### Routed clock nets over the placement, run 1

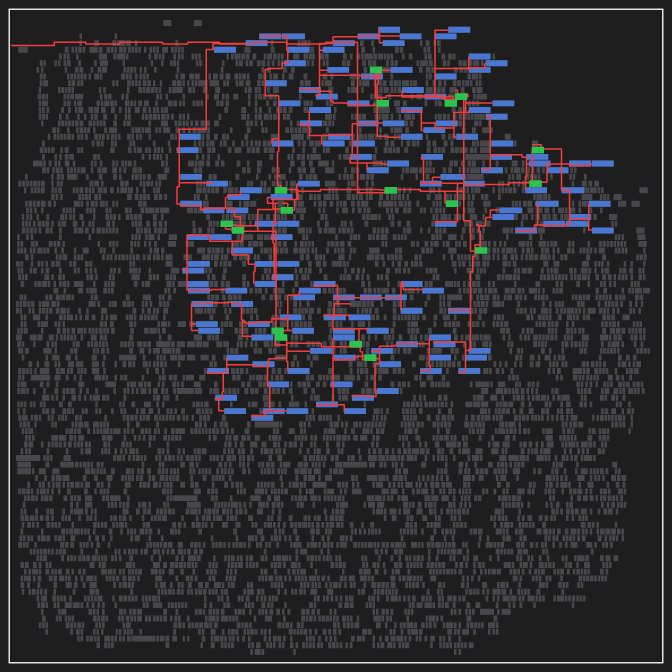
### Pin map, run 1

Pins as bars across the die edge, other pins in grey.
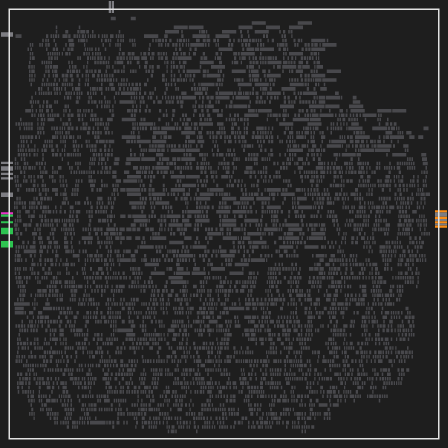
### Sizing map, run 1

Scale bar: 100 um.
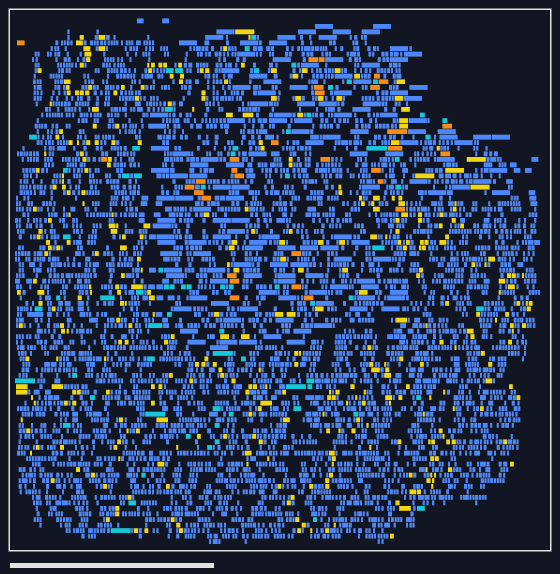
==> config.mk <==
export PLATFORM = sky130hd
export DESIGN_NAME = inv_key_schedule_serial_flat
export DESIGN_NICKNAME = d
export VERILOG_FILES = /design/src/rtl/inv_key_schedule_serial_if.sv /design/src/rtl/inv_key_schedule_serial.sv /design/src/flat_wrapper.sv
export SDC_FILE = /design/constraint.sdc
export NUM_CORES = 1
export LEC_CHECK = 0
export ABC_AREA = 1
export CORE_MARGIN = 2
export CORE_UTILIZATION = 45
export CTS_BUF_LIST = sky130_fd_sc_hd__clkbuf_8
export DETAILED_ROUTE_END_ITERATION = 8
export SYNTH_ARGS = -nofsm -noshare
export SYNTH_HDL_FRONTEND = slang
export SYNTH_SLANG_ARGS = --single-unit
==> constraint.sdc <==
create_clock -name clk -period 19.07 [get_ports clk]
set_clock_uncertainty 0.05 [all_clocks]
set_input_delay 3.814 -clock clk [delete_from_list [all_inputs] [get_ports clk]]
set_output_delay 3.814 -clock clk [all_outputs]
set_load 0.005 [all_outputs]
==> results.md, run 1 <==
| Step | Item | Value |
| --- | --- | --- |
| synth | Area fraction in mux cells | 0 |
| cells and area | Fraction of standard cell area that is sequential | 0.118 |
| synth | Post-synth top cells | sky130_fd_sc_hd__nand2_1, sky130_fd_sc_hd__nand3_1, sky130_fd_sc_hd__inv_1 |
| final timing | Final-report max-slew violation count | 0 |
| synth | Total of flip-flops plus latches after synthesis | 147 |
| cells and area | Final-layout clock-cell area share | 0.0120 |
| synth | Number of synthesized flops with an enable pin | 0 |
| global routing | Total routing usage reported by global routing | 0.304 |
| cells and area | Layout clock buffer count | 22 |
| placed design | Routability congestion estimate | 0.986 |
| final timing | Final sum of negative setup slack | 0 ns |
| synth | Cells after synthesis | 5871 |
| clocking | Root Buffer | sky130_fd_sc_hd__clkbuf_8 |
| final timing | Unrepaired setup endpoints after global routing | false |
| cells and area | Number of logic gates | 4857 |
| synth | Yosys stat area | 0.0307 sq mm |
| cells and area | Final non-filler cell total | 6627 |
| cells and area | Combinational share of cell area | 0.738 |
| floorplan | Core area | 0.0673 sq mm |
| status | Run status | finished clean |
| route | Total number of vias | 37200 |
| floorplan | Die area | 0.0703 sq mm |
| hold path | Type of the tightest min-delay check | register to register |
| synth | Yosys simple share | 0.570 |
| cells and area | Flip-flop count of the largest register, all copies and words added | 128 |
| final timing | Worst hold slack after final layout | 0.460 ns |
| synth | FFs w/ async S/R, synth | 1.00 |
| final timing | Transition time of the tightest slew-check pin | 1.33 ns |
| cells and area | Total area of sequential cells | 0.00369 sq mm |
| synth | Top cell type by instance count after synthesis | sky130_fd_sc_hd__nand2_1 |
| cells and area | Buffering overhead | 0.0194 |
| floorplan | Tap Cells | 873 |
| final timing | # setup viols final | 0 |
| floorplan | Core Util at FP | 0.456 |
| placed design | DP HPWL | 81300 um |
Back to the opening pictures, 'Routed clock nets over the placement':
Key: blue = flip-flops [count 147]; red = clock wires [length 2390 um]; green = cells driving clock nets [count 17]
There are 18 routed clock nets.
worst-skew pair later-pin latency: 0.50 ns

Back to the opening pictures, 'Pin map':
Key: green = bus_in_byte [pins 8, direction input, edge left]; orange = bus_out_round [pins 4, direction output, edge right]; magenta = bus_out_ready [pins 1, direction input, edge left]
All pins by edge: 18 left, 8 right, 2 top.
number of port buffers: 27
vertical die dimension: 265 um
chip width: 265 um

Back to the opening pictures, 'Sizing map':
Key: blue = drive 1 or less [cells 5277, share 92%, most used nand2_1]; yellow = drive 2 [cells 374, share 6.5%, most used nand2_2]; cyan = drive 3 to 4 [cells 72, share 1.3%, most used buf_4]; orange = drive 6 and up [cells 31, share 0.54%, most used clkbuf_8]
Area Overhead vs Synth: 2.35%
Buffers, non-clock: 67
final setup margin: 1.68 ns
post-route cell area: 0.0314 sq mm

==> run 1: per-stage QoR <==
stage          setup slack, ns  area (sq um)
4_1_cts                   1.23         31300
6_report                  1.68         31400
3_5_place_dp              1.25         30900
3_3_place_gp              1.67         30900
2_1_floorplan             5.20         30700
5_1_grt                 0.0331         31400
==> run 1: per-layer routing <==
layer / track usage / up-vias / part of all wire
met2: 0.489 / 1642 / 0.45
met3: 0.0504 / 263 / 0.091
li1: - / 18500 / -
met1: 0.416 / 16700 / 0.43
met4: 0.0942 / 14 / 0.032
met5: 0 / - / 0.00091
==> run 1: cells in the final DEF, fill, tap and decap left out, drive strengths merged <==
cell type / synthesis / routed
nor4: 3 / 3
clkdlybuf4s50: 0 / 26
nand4: 69 / 69
nand3: 902 / 902
clkbuf: 78 / 22
o211ai: 6 / 6
xor2: 115 / 115
nand2: 2512 / 2512
a221oi: 4 / 4
o2111ai: 1 / 1
a21boi: 4 / 4
o22ai: 19 / 19
clkinvlp: 0 / 3
a311oi: 4 / 4
o21ai: 212 / 212
ha: 17 / 17
or2: 12 / 12
o32ai: 1 / 1
buf: 134 / 41
xnor2: 59 / 59
a22o: 1 / 1
a21oi: 309 / 309
nor3: 6 / 6
xnor3: 1 / 1
nand3b: 56 / 56
and2: 1 / 1
a21o: 3 / 3
and3: 1 / 1
o21bai: 13 / 13
a31oi: 20 / 20
nor2: 446 / 446
a22oi: 44 / 44
dfstp: 4 / 4
dfrtp: 143 / 143
clkinv: 25 / 28
o221ai: 2 / 2
inv: 626 / 630
a32o: 5 / 5
a211oi: 9 / 9
==> run 1: repair_timing <==
action | 4_1_cts | 5_1_grt
resized | 0 | 9
buffers inserted | 0 | 5
endpoints found under the setup margin | 0 | 128
endpoints found under the hold margin | 0 | 0
### Clock nets, run 1

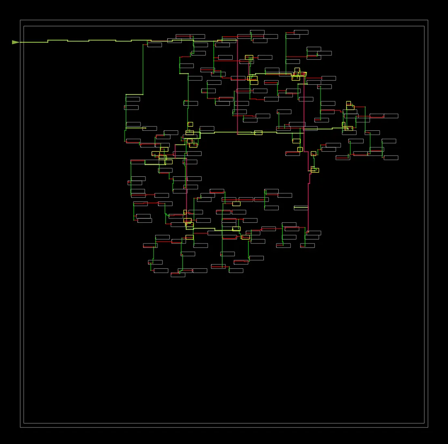

==> run 1 -> run 2 <==
--- a/config.mk
+++ b/config.mk
@@ -6,10 +6,12 @@
 export NUM_CORES = 1
 export LEC_CHECK = 0
 export ABC_AREA = 1
+export CAP_MARGIN = 20
 export CORE_MARGIN = 2
 export CORE_UTILIZATION = 45
 export CTS_BUF_LIST = sky130_fd_sc_hd__clkbuf_8
 export DETAILED_ROUTE_END_ITERATION = 8
+export SLEW_MARGIN = 40
 export SYNTH_ARGS = -nofsm -noshare
 export SYNTH_HDL_FRONTEND = slang
 export SYNTH_SLANG_ARGS = --single-unit
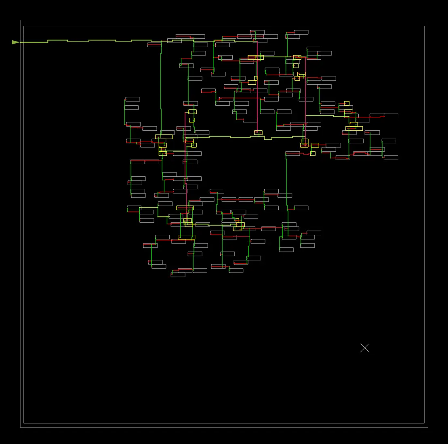
*Clock nets, run 2*
# clock sinks: 147

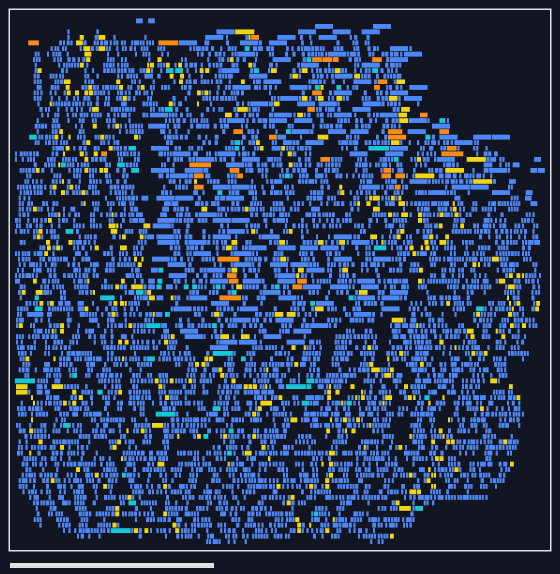
*Sizing map, run 2*
Scale bar: 100 um.
Key: cyan = drive 3 to 4 [cells 66, share 1.1%, most used buf_4]; yellow = drive 2 [cells 382, share 6.6%, most used nand2_2]; blue = drive 1 or less [cells 5269, share 92%, most used nand2_1]; orange = drive 6 and up [cells 36, share 0.63%, most used clkbuf_8]
post-route cell area: 0.0315 sq mm
Area Overhead vs Synth: 2.68%
final setup margin: 1.71 ns

==> run 2 against run 1 <==
The flow now finishes with violations (design-rule violations). Die area unchanged. Global-route usage about the same. Critical path depth decreased by 6. Fmax increased by 0.15%. First-iteration DRC count decreased by 0.86%. Utilization increased by 0.15 points. Critical endpoint is now u_core.kr[89]$_DFFE_PN0P_.
==> results.md, run 2 <==
| Step | Item | Value | Delta |
| --- | --- | --- | --- |
| floorplan | Vertical die dimension | 265 um | unchanged |
| status | Violations in the final reports | design-rule violations |  |
| global routing | Total routing usage reported by global routing | 0.304 | about the same |
| floorplan | Core Util at FP | 0.456 | unchanged |
| final timing | Worst hold slack after final layout | 0.461 ns | +0.00146 ns |
| final timing | Final sum of negative setup slack | 0 ns | unchanged |
| route | Drt drc | 1 |  |
| synth | FFs w/ async S/R, synth | 1.00 | unchanged |
| cells and area | Flip-flop count of the largest register, all copies and words added | 128 | unchanged |
| status | Run status | complete, but fails checks |  |
| synth | Yosys stat area | 0.0307 sq mm | unchanged |
| cells and area | Dominant logic cell types in the final layout | sky130_fd_sc_hd__nand2_1, sky130_fd_sc_hd__nand3_1, sky130_fd_sc_hd__inv_1 |  |
| cells and area | Total area of sequential cells | 0.00369 sq mm | unchanged |
| floorplan | Die area | 0.0703 sq mm | unchanged |
| synth | Cells after synthesis | 5871 | unchanged |
| final timing | Unrepaired setup endpoints after global routing | false |  |
| cells and area | Most common library cell in the layout ignoring fill and taps | sky130_fd_sc_hd__nand2_1 |  |
| placed design | DP HPWL | 81300 um | about the same |
| synth | Number of synthesized flops with an enable pin | 0 | unchanged |
| clocking | Worst-skew pair later-pin latency | 0.49 ns | about the same |
| placed design | Routability congestion estimate | 0.986 | unchanged |
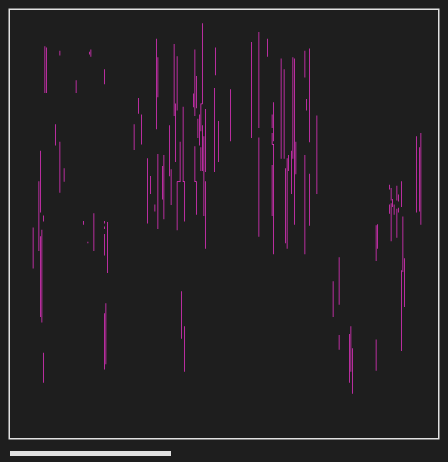
*Met4 routing, run 2*
Scale bar: 100 um.
The layer carries 3200 um of wire. 107 nets have wire on it. The layer holds 2.9% of the routed length. The wires run mostly vertical. The longest straight run is 103 um.
total number of vias: 37200
total wirelength of the detailed-routed design: 110000 um

run 2: cell types whose count changed in the layout (fill, tap and decap cells not counted), sizes merged:
cell / delta
clkinv: +2
clkinvlp: -2
clkdlybuf4s50: -2
clkbuf: -3
diode: +1
bufinv: +4
run 2: metrics by stage:
step / util / setup slack [ns]
finish: 0.468 / 1.71
global route: 0.468 / 0.0762
CTS: 0.466 / 1.34
detailed placement: 0.459 / 1.41
global placement: 0.459 / 1.67
floorplan: - / 5.20
run 2: worst min-delay path: stages, from the launching register on:
cell                      delay [ns]
sky130_fd_sc_hd__dfrtp_1        0.37
sky130_fd_sc_hd__nand2_1        0.06
sky130_fd_sc_hd__nand2_1        0.05
run 2: cell families after synthesis:
| group | count (synthesis) | synth area share |
|---|---|---|
| buffers and inverters | 867 | 0.126 |
| and+or+nand+nor | 4008 | 0.570 |
| adders and majority gates | 17 | 0.00694 |
| xor gates and xnor gates | 175 | 0.0547 |
| DFF | 147 | 0.120 |
| AOI/OAI and AO/OA | 657 | 0.123 |
run 2: final cells by class:
type	instances	area share
Clock inverter	14	0.00632
Multi-Input combinational cell	4857	0.736
Clock buffer	18	0.00787
Tap cell	873	0.0347
Sequential cell	147	0.117
Antenna cell	1	0.0000795
Timing Repair Buffer	66	0.0198
Inverter	651	0.0784
run 2: metal layers:
metal,GRT usage,wire (um),up-vias
li1,-,-,18500
met1,0.418,48000,16800
met2,0.492,49100,1591
met3,0.0458,9590,237
met4,0.0902,3200,14
met5,0,90,-
run 2: repair_timing:
item                       4_1_cts  5_1_grt
setup endpoints to repair        0      128
resized                          0        8
buffers inserted                 0        3
